[config.mk]
export PLATFORM = sky130hd
export DESIGN_NAME = fifo_wr_ctrl_flat
export DESIGN_NICKNAME = d
export VERILOG_FILES = /design/src/rtl/fifo_wr_ctrl_if.sv /design/src/rtl/fifo_wr_ctrl.sv /design/src/flat_wrapper.sv
export SDC_FILE = /design/constraint.sdc
export NUM_CORES = 1
export LEC_CHECK = 0
export CAP_MARGIN = 10
export CORE_MARGIN = 1
export CORE_UTILIZATION = 23
export CTS_CLUSTER_SIZE = 20
export DETAILED_ROUTE_END_ITERATION = 8
export PLACE_DENSITY = 0.52
export SLEW_MARGIN = 20
export SYNTH_ARGS = -nofsm -noshare
export SYNTH_HDL_FRONTEND = slang
export SYNTH_SLANG_ARGS = --single-unit
[constraint.sdc]
create_clock -name CLK -period 1.9 [get_ports CLK]
set_clock_uncertainty 0.05 [all_clocks]
set_input_delay 0.19 -clock CLK [delete_from_list [all_inputs] [get_ports CLK]]
set_output_delay 0.19 -clock CLK [all_outputs]
set_load 0.01 [all_outputs]
[src/rtl/fifo_wr_ctrl_if.sv]
// ---------------------------------------------------------------------------
// fifo_wr_ctrl_if
// Write-side signal bundle for the async-FIFO write controller.
//   W_INC       producer write request
//   WQ2_RPTR    Gray read pointer, synchronized into the write clock domain
//   CLR_OVF     clears the sticky overflow flag
//   W_EN        memory write enable
//   W_ADDR      memory write address
//   W_PTR       registered Gray write pointer for the read-side synchronizer
//   FULL        registered full flag
//   ALMOST_FULL registered almost-full flag
//   W_LEVEL     registered write-side occupancy, 0..DEPTH
//   OVERFLOW    sticky write-while-full flag
// master: producer / surrounding logic; slave: fifo_wr_ctrl.
// ---------------------------------------------------------------------------
interface fifo_wr_ctrl_if #(
    parameter int ADDR_WIDTH = 3
);
    localparam int PW = ADDR_WIDTH + 1;

    logic                  W_INC;
    logic [PW-1:0]         WQ2_RPTR;
    logic                  CLR_OVF;
    logic                  W_EN;
    logic [ADDR_WIDTH-1:0] W_ADDR;
    logic [PW-1:0]         W_PTR;
    logic                  FULL;
    logic                  ALMOST_FULL;
    logic [PW-1:0]         W_LEVEL;
    logic                  OVERFLOW;

    modport master (
        output W_INC, WQ2_RPTR, CLR_OVF,
        input  W_EN, W_ADDR, W_PTR, FULL, ALMOST_FULL, W_LEVEL, OVERFLOW
    );

    modport slave (
        input  W_INC, WQ2_RPTR, CLR_OVF,
        output W_EN, W_ADDR, W_PTR, FULL, ALMOST_FULL, W_LEVEL, OVERFLOW
    );
endinterface

[src/rtl/fifo_wr_ctrl.sv]
// ---------------------------------------------------------------------------
// fifo_wr_ctrl
// Write-domain pointer/flag controller of an asynchronous FIFO.
// Keeps the binary write pointer, publishes its Gray form, and derives FULL,
// ALMOST_FULL, W_LEVEL and a sticky OVERFLOW from the synchronized Gray read
// pointer. All flags update on the same edge as W_PTR.
//   CLK  write-domain clock (rising edge)
//   RST  asynchronous active-low reset
//   bus  fifo_wr_ctrl_if.slave (see interface header for signal list)
// ---------------------------------------------------------------------------
module fifo_wr_ctrl #(
    parameter int ADDR_WIDTH = 3,
    parameter int AF_MARGIN  = 1
) (
    input logic           CLK,
    input logic           RST,
    fifo_wr_ctrl_if.slave bus
);
    localparam int PW    = ADDR_WIDTH + 1;
    localparam int DEPTH = 2 ** ADDR_WIDTH;
    localparam logic [PW-1:0] AF_LEVEL = PW'(DEPTH - AF_MARGIN);

    logic [PW-1:0] w_bin;
    logic [PW-1:0] w_bin_next;
    logic [PW-1:0] w_gray;
    logic [PW-1:0] w_gray_next;
    logic [PW-1:0] r_bin;
    logic [PW-1:0] level;
    logic [PW-1:0] level_next;
    logic          full;
    logic          full_next;
    logic          almost_full;
    logic          overflow;
    logic          w_en;

    // Gated by RST so nothing is written while reset is held, even though
    // FULL already reads 0 during reset.
    assign w_en = bus.W_INC & ~full & RST;

    always_comb begin
        w_bin_next  = w_bin + PW'(w_en);
        w_gray_next = w_bin_next ^ (w_bin_next >> 1);

        // Gray to binary: each binary bit is the XOR of all Gray bits at or above it.
        r_bin = '0;
        for (int unsigned i = 0; i < PW; i++) begin
            r_bin[i] = ^(bus.WQ2_RPTR >> i);
        end

        level_next = w_bin_next - r_bin;
        full_next  = (w_gray_next == {~bus.WQ2_RPTR[PW-1:PW-2], bus.WQ2_RPTR[PW-3:0]});
    end

    always_ff @(posedge CLK or negedge RST) begin
        if (!RST) begin
            w_bin       <= '0;
            w_gray      <= '0;
            full        <= 1'b0;
            almost_full <= 1'b0;
            level       <= '0;
            overflow    <= 1'b0;
        end else begin
            w_bin       <= w_bin_next;
            w_gray      <= w_gray_next;
            full        <= full_next;
            almost_full <= (level_next >= AF_LEVEL);
            level       <= level_next;
            overflow    <= (bus.W_INC & full) | (overflow & ~bus.CLR_OVF);
        end
    end

    assign bus.W_EN        = w_en;
    assign bus.W_ADDR      = w_bin[ADDR_WIDTH-1:0];
    assign bus.W_PTR       = w_gray;
    assign bus.FULL        = full;
    assign bus.ALMOST_FULL = almost_full;
    assign bus.W_LEVEL     = level;
    assign bus.OVERFLOW    = overflow;
endmodule

[src/flat_wrapper.sv]
// flat-port wrapper written by rule: the top's interface ports become plain ports
module fifo_wr_ctrl_flat 
#(
    parameter int ADDR_WIDTH = 3,
    parameter int AF_MARGIN  = 1
)
  (CLK, RST, bus_W_INC, bus_WQ2_RPTR, bus_CLR_OVF, bus_W_EN, bus_W_ADDR, bus_W_PTR, bus_FULL, bus_ALMOST_FULL, bus_W_LEVEL, bus_OVERFLOW);
  fifo_wr_ctrl_if #(.ADDR_WIDTH(ADDR_WIDTH)) bus_i ();
  input logic CLK;
  input logic RST;
  input wire logic [$bits(bus_i.W_INC)-1:0] bus_W_INC;
  input wire logic [$bits(bus_i.WQ2_RPTR)-1:0] bus_WQ2_RPTR;
  input wire logic [$bits(bus_i.CLR_OVF)-1:0] bus_CLR_OVF;
  output wire logic [$bits(bus_i.W_EN)-1:0] bus_W_EN;
  output wire logic [$bits(bus_i.W_ADDR)-1:0] bus_W_ADDR;
  output wire logic [$bits(bus_i.W_PTR)-1:0] bus_W_PTR;
  output wire logic [$bits(bus_i.FULL)-1:0] bus_FULL;
  output wire logic [$bits(bus_i.ALMOST_FULL)-1:0] bus_ALMOST_FULL;
  output wire logic [$bits(bus_i.W_LEVEL)-1:0] bus_W_LEVEL;
  output wire logic [$bits(bus_i.OVERFLOW)-1:0] bus_OVERFLOW;
  assign bus_i.W_INC = bus_W_INC;
  assign bus_i.WQ2_RPTR = bus_WQ2_RPTR;
  assign bus_i.CLR_OVF = bus_CLR_OVF;
  assign bus_W_EN = bus_i.W_EN;
  assign bus_W_ADDR = bus_i.W_ADDR;
  assign bus_W_PTR = bus_i.W_PTR;
  assign bus_FULL = bus_i.FULL;
  assign bus_ALMOST_FULL = bus_i.ALMOST_FULL;
  assign bus_W_LEVEL = bus_i.W_LEVEL;
  assign bus_OVERFLOW = bus_i.OVERFLOW;
  fifo_wr_ctrl #(.ADDR_WIDTH(ADDR_WIDTH), .AF_MARGIN(AF_MARGIN)) u_core (.CLK(CLK), .RST(RST), .bus(bus_i));
endmodule
==> GITHUB_STEP_SUMMARY, run 1 <==
### Yosys + OpenROAD results

| Metric | Value |
|---|---|
| # diodes | `0` |
| Final setup vio count | `0` |
| Root buffer cell | `clkbuf_4` |
| Clock buf/inv share | `under 10%` |
| Power Combinational | `1.41 mW` |
| Most used routing layer | `met2` |
| Ys cells | `between 50 and 60` |
| Sw Ratio | `approximately 36%` |
| Total power | `roughly 2.2 mW` |
| Area-dominant cell class after layout | `multi-input combinational cells` |
| Syn avg cell area | `12.0 sq um` |
| Nets@finish | `around 120` |
| First-pass GRT wire length | `approximately 2400 microns` |
| Die H | `around 57 microns` |
| DRT iter0 DRCs | `3` |
| Initial antenna violation count | `0` |
| WS Path Type | `reg -> reg` |
| Initial core utilization | `roughly a quarter` |
| Cells after DPL | `125` |
| # clk buffers | `4` |
| Synthesis area per yosys | `between 600 and 700 sq um` |
| Buffering overhead | `a little under a third` |
| Asr flop ratio synth | `100%` |
| Most frequent cells in the layout | `buf_4, clkdlybuf4s50_1, dfrtp_1` |
| Setup repair bufs after CTS | `3` |
| Syn-to-layout area delta | `74.6%` |
| Outcome | `complete, but fails checks` |
| Family with the most delay on the worst path | `simple AND/OR/NAND/NOR gates` |
| Final WS setup | `0.0166 ns` |
| Mux cell area share | `0%` |
| RSZ-0062 raised after global routing | `true` |
| Switch Pwr | `780 uW` |
| Final period utilization | `99.1%` |
| Syn. warnings | `0` |
| Final core occ | `a little over two fifths` |
| Post-synth seq share | `approximately half` |
| Met2 usage | `~16%` |
| Met1 wire length | `564 microns` |
| DRC viols | `2` |
| Grt total ovfl | `0` |
| Main power-consuming group | `combinational cells` |
| Die Size | `between 0.003 and 0.004 sq mm` |
| WL met3 | `82 microns` |
| Slew HR | `a little under 80%` |
| Startpoint type of the worst setup path | `flop` |
| Slowest-stage cell, CP | `dfrtp_1` |
| Vias in the first global route | `~550` |
| Insertion Delay late pin | `~0.28 ns` |
| Failing checks | `design-rule violations` |
| Post-synth net total | `around 70` |
| Worst hold margin | `0.246 ns` |
| Comb area leader | `XOR/XNOR gates` |
| Placeable Area | `~0.0028 sq mm` |
| Post-Synth AOI/OAI Area | `roughly 5.4%` |
| Crit path buf inv count | `0` |
| Main area contributors | `dfrtp_1, xnor2_1, ha_1` |
| Non-clock inverter count | `7` |
| CTS Hold Bufs | `1` |
| CP arrival | `2.03 ns` |
| Clock network fraction of design power | `under 10%` |
| Post-synth EDFFs | `0` |
| Comb gates | `37` |
| Data required time of the critical path | `just over 2 ns` |
| Largest stage delay, worst path | `between 0.3 and 0.4 ns` |
| Simple-Gate Area Share | `roughly 7.6%` |
| Total sequential power | `562 uW` |
| Commonest flop | `dfrtp_1` |
| Die width | `roughly 57 microns` |
| Met2 wire length | `around 750 microns` |
| Post-synth top area cell | `dfrtp_1` |
| GRT met1 Usage | `10.8%` |
[run 1: worst paths after layout]
kind	startpoint	slack [ns]	depth (start not counted)	endpoint
max in group asynchronous	RST	1.14	3	u_core.bus.W_LEVEL[0]$_DFF_PN0_
worst min register to register	u_core.bus.OVERFLOW$_DFF_PN0_	0.49	2	u_core.bus.OVERFLOW$_DFF_PN0_
worst min-delay path	bus_W_INC	0.25	3	u_core.bus.OVERFLOW$_DFF_PN0_
worst max-delay path	u_core.bus.FULL$_DFF_PN0_	0.02	7	u_core.bus.FULL$_DFF_PN0_
min in group asynchronous	RST	0.50	3	u_core.bus.W_PTR[0]$_DFF_PN0_
worst max register to register	u_core.bus.FULL$_DFF_PN0_	0.02	7	u_core.bus.FULL$_DFF_PN0_
run_1/drive_strength.png
Drawn at 8 px/micron.
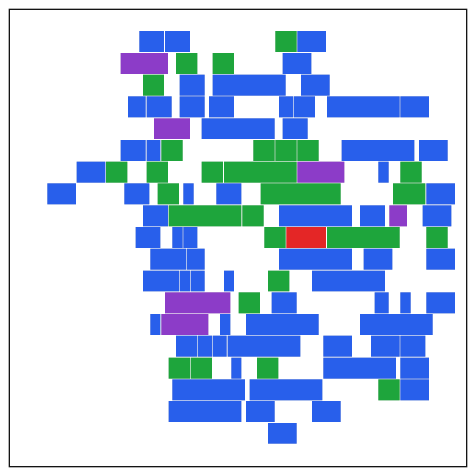
[green] drive 3 to 4 | cells: 27
[red] drive 6 and up | cells: 1
[blue] drive 1 or less | cells: 70
[purple] drive 2 | cells: 6

run_1/port_nets.png
Drawn at 4 px/micron.
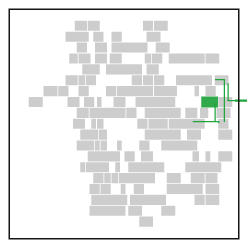
[green] bus_W_EN | direction: output | edge: right | end cells: 1 | buffers: 2 | wire: 30.7 microns
I/O pins: 23
Buffers on Ports: 22

run_1/final_placement.png
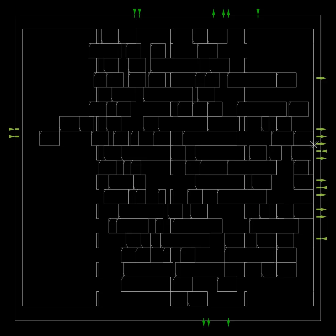
sequential cell area share: 28.8%
FFs & Latches: 14
number of core rows: 19
Layout Cells excl Fill: 135
Tapcells: 31

run_1/metal_stack.png
Drawn at 8 px/micron. Only two layers are drawn.
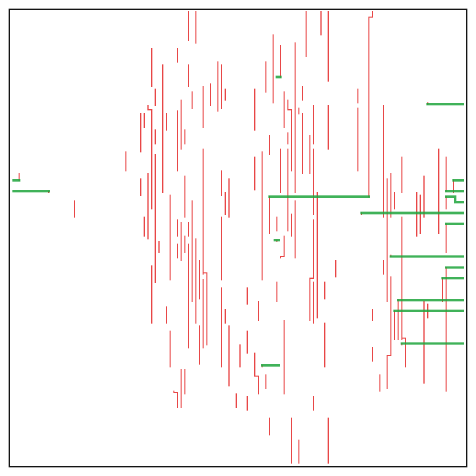
[red] met2 | wire length: 747 microns
[green] met3 | wire length: 82.8 microns
wire length per cell: 10.6 microns
Routed WL: 1430 microns
routed vias: 582
gr usage total: 9.99%

run_1/pins.png
Drawn at 8 px/micron. Pins as bars across the die edge, other pins in gray.
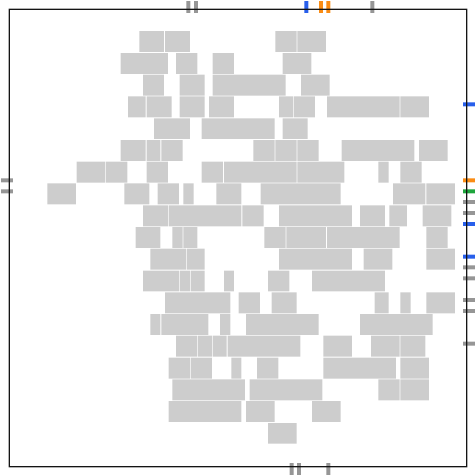

--- run 2 (diff from run 1) ---
- SETUP_SLACK_MARGIN: not set -> 0.1
run_2/pins.png
Drawn at 8 px/micron. Pins as bars across the die edge, other pins in gray.
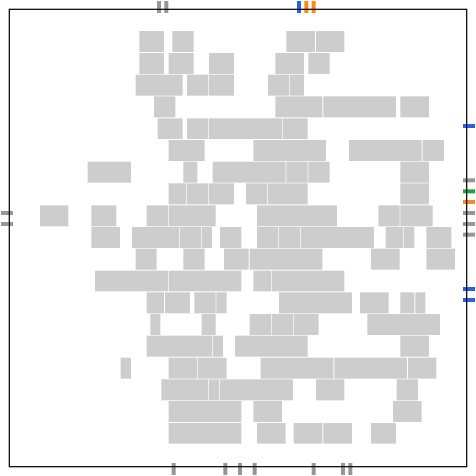
[green] bus_W_EN | pins: 1 | direction: output | edge: right
[blue] bus_W_PTR | pins: 4 | direction: output | edge: 3 right, 1 top
[orange] bus_W_ADDR | pins: 3 | direction: output | edge: 2 top, 1 right
all pins by edge: 9 right, 7 bottom, 5 top, 2 left
Die H: 57.0 microns
die width: 57.0 microns

==> GITHUB_STEP_SUMMARY, run 2 <==
### Yosys + OpenROAD results

| Metric | Value |
|---|---|
| Outcome | `complete, but fails checks` |
| Failing checks | `design-rule violations` |
| DRC viols | `4` |
| Insertion Delay late pin | `0.28 ns` |
| Setup repair bufs after CTS | `1` |
| Total sequential power | `~560 uW` |
| DRT iter0 DRCs | `9` |
| Most used routing layer | `met2` |
| CP arrival | `2.03 ns` |
| Path depth of the worst reg2reg path | `7` |
| Placeable Area | `between 0.002 and 0.003 sq mm` |
| First-pass GRT wire length | `2420 microns` |
| Switch Pwr | `~800 uW` |
| Clock network fraction of design power | `9.3%` |
| Critical register-to-register path startpoint | `u_core.bus.FULL$_DFF_PN0_` |
| Syn avg cell area | `~12 sq um` |
| Post-synth top area cell | `dfrtp_1` |
| GRT met1 Usage | `between 10% and 20%` |
| Root buffer cell | `clkbuf_4` |
| Power Combinational | `approximately 1.5 mW` |
| Slew HR | `~79%` |
| Initial core utilization | `between 20% and 30%` |
| Grt total ovfl | `0` |
| Asr flop ratio synth | `100%` |
| Synthesis area per yosys | `a little under 700 sq um` |
| Routed vias | `535` |
| Gr usage total | `~10%` |
| Main power-consuming group | `combinational cells` |
| Worst hold path stage count | `3` |
| Met2 usage | `about 17%` |
| WS Path Type | `reg -> reg` |
| Buffers on Ports | `22` |
| CTS Hold Bufs | `1` |
| Met2 wire length | `713 microns` |
| Ys cells | `58` |
| Data required time of the critical path | `a little over 2 ns` |
| Nets@finish | `~120` |
| Post-synth seq share | `between 50 and 60%` |
| Main area contributors | `dfrtp_1, xnor2_1, ha_1` |
| Number of core rows | `19` |
| Final setup vio count | `0` |
| Slowest-stage cell, CP | `dfrtp_1` |
| Sw Ratio | `between 30% and 40%` |
| CP Cell Sequence | `nor2_4, ha_4, ha_4, xor2_4, xor2_2, or3_1, a211oi_2` |
| Stages on the worst setup path | `7` |
| Family with the most delay on the worst path | `simple AND/OR/NAND/NOR gates` |
| Cells after DPL | `between 100 and 150` |
| Most frequent cells in the layout | `clkdlybuf4s50_1, buf_4, dfrtp_1` |
| Final WS setup | `0.00952 ns` |
| Largest stage delay, worst path | `roughly 0.39 ns` |
| Post-synth net total | `roughly 70` |
| End of the worst hold path | `u_core.bus.OVERFLOW$_DFF_PN0_` |
| Commonest flop | `dfrtp_1` |
| R2R Setup Slk | `~0.0095 ns` |
| Syn. warnings | `0` |
| Final core occ | `between 40 and 50%` |
| Hold Crit Start | `bus_W_INC` |
| Post-synth EDFFs | `0` |
| RSZ-0062 raised after global routing | `true` |
| Initial antenna violation count | `0` |
| # diodes | `0` |
| Total power | `about 2.2 mW` |
| I/O pins | `23` |
| CP Capture Point | `u_core.bus.FULL$_DFF_PN0_` |
| Wire length per cell | `between 10 and 15 microns` |
| Met1 wire length | `roughly 630 microns` |
| Vias in the first global route | `between 500 and 600` |
| Die Size | `~0.0032 sq mm` |
| Layout Cells excl Fill | `134` |
==> run 2: netlist changes by cell type in the layout (fill, tap and decap cells not counted), sizes merged <==
cell  change
buf       -1
==> run 2: layout make-up <==
class                           count  area [sq um]  share of cell area [%]
Tap cell                           31          38.8                    3.09
Clock buffer                        4          36.3                    2.89
Multi-Input combinational cell     37           439                    35.0
Inverter                            7          28.8                    2.30
Sequential cell                    14           350                    27.9
Timing Repair Buffer               41           360                    28.7
==> run 2: cells by family (layout without fill, tap and decap cells) <==
kind of cell | after synthesis | in the layout | synth area share [%]
compound gates | 5 | 5 | 5.40
xor+xnor | 15 | 15 | 21.0
fa+ha+maj | 6 | 6 | 11.9
buf+inv | 7 | 52 | 3.78
flops | 14 | 14 | 50.4
simple gates | 11 | 11 | 7.55
Power and IR drop assume default switching activity.
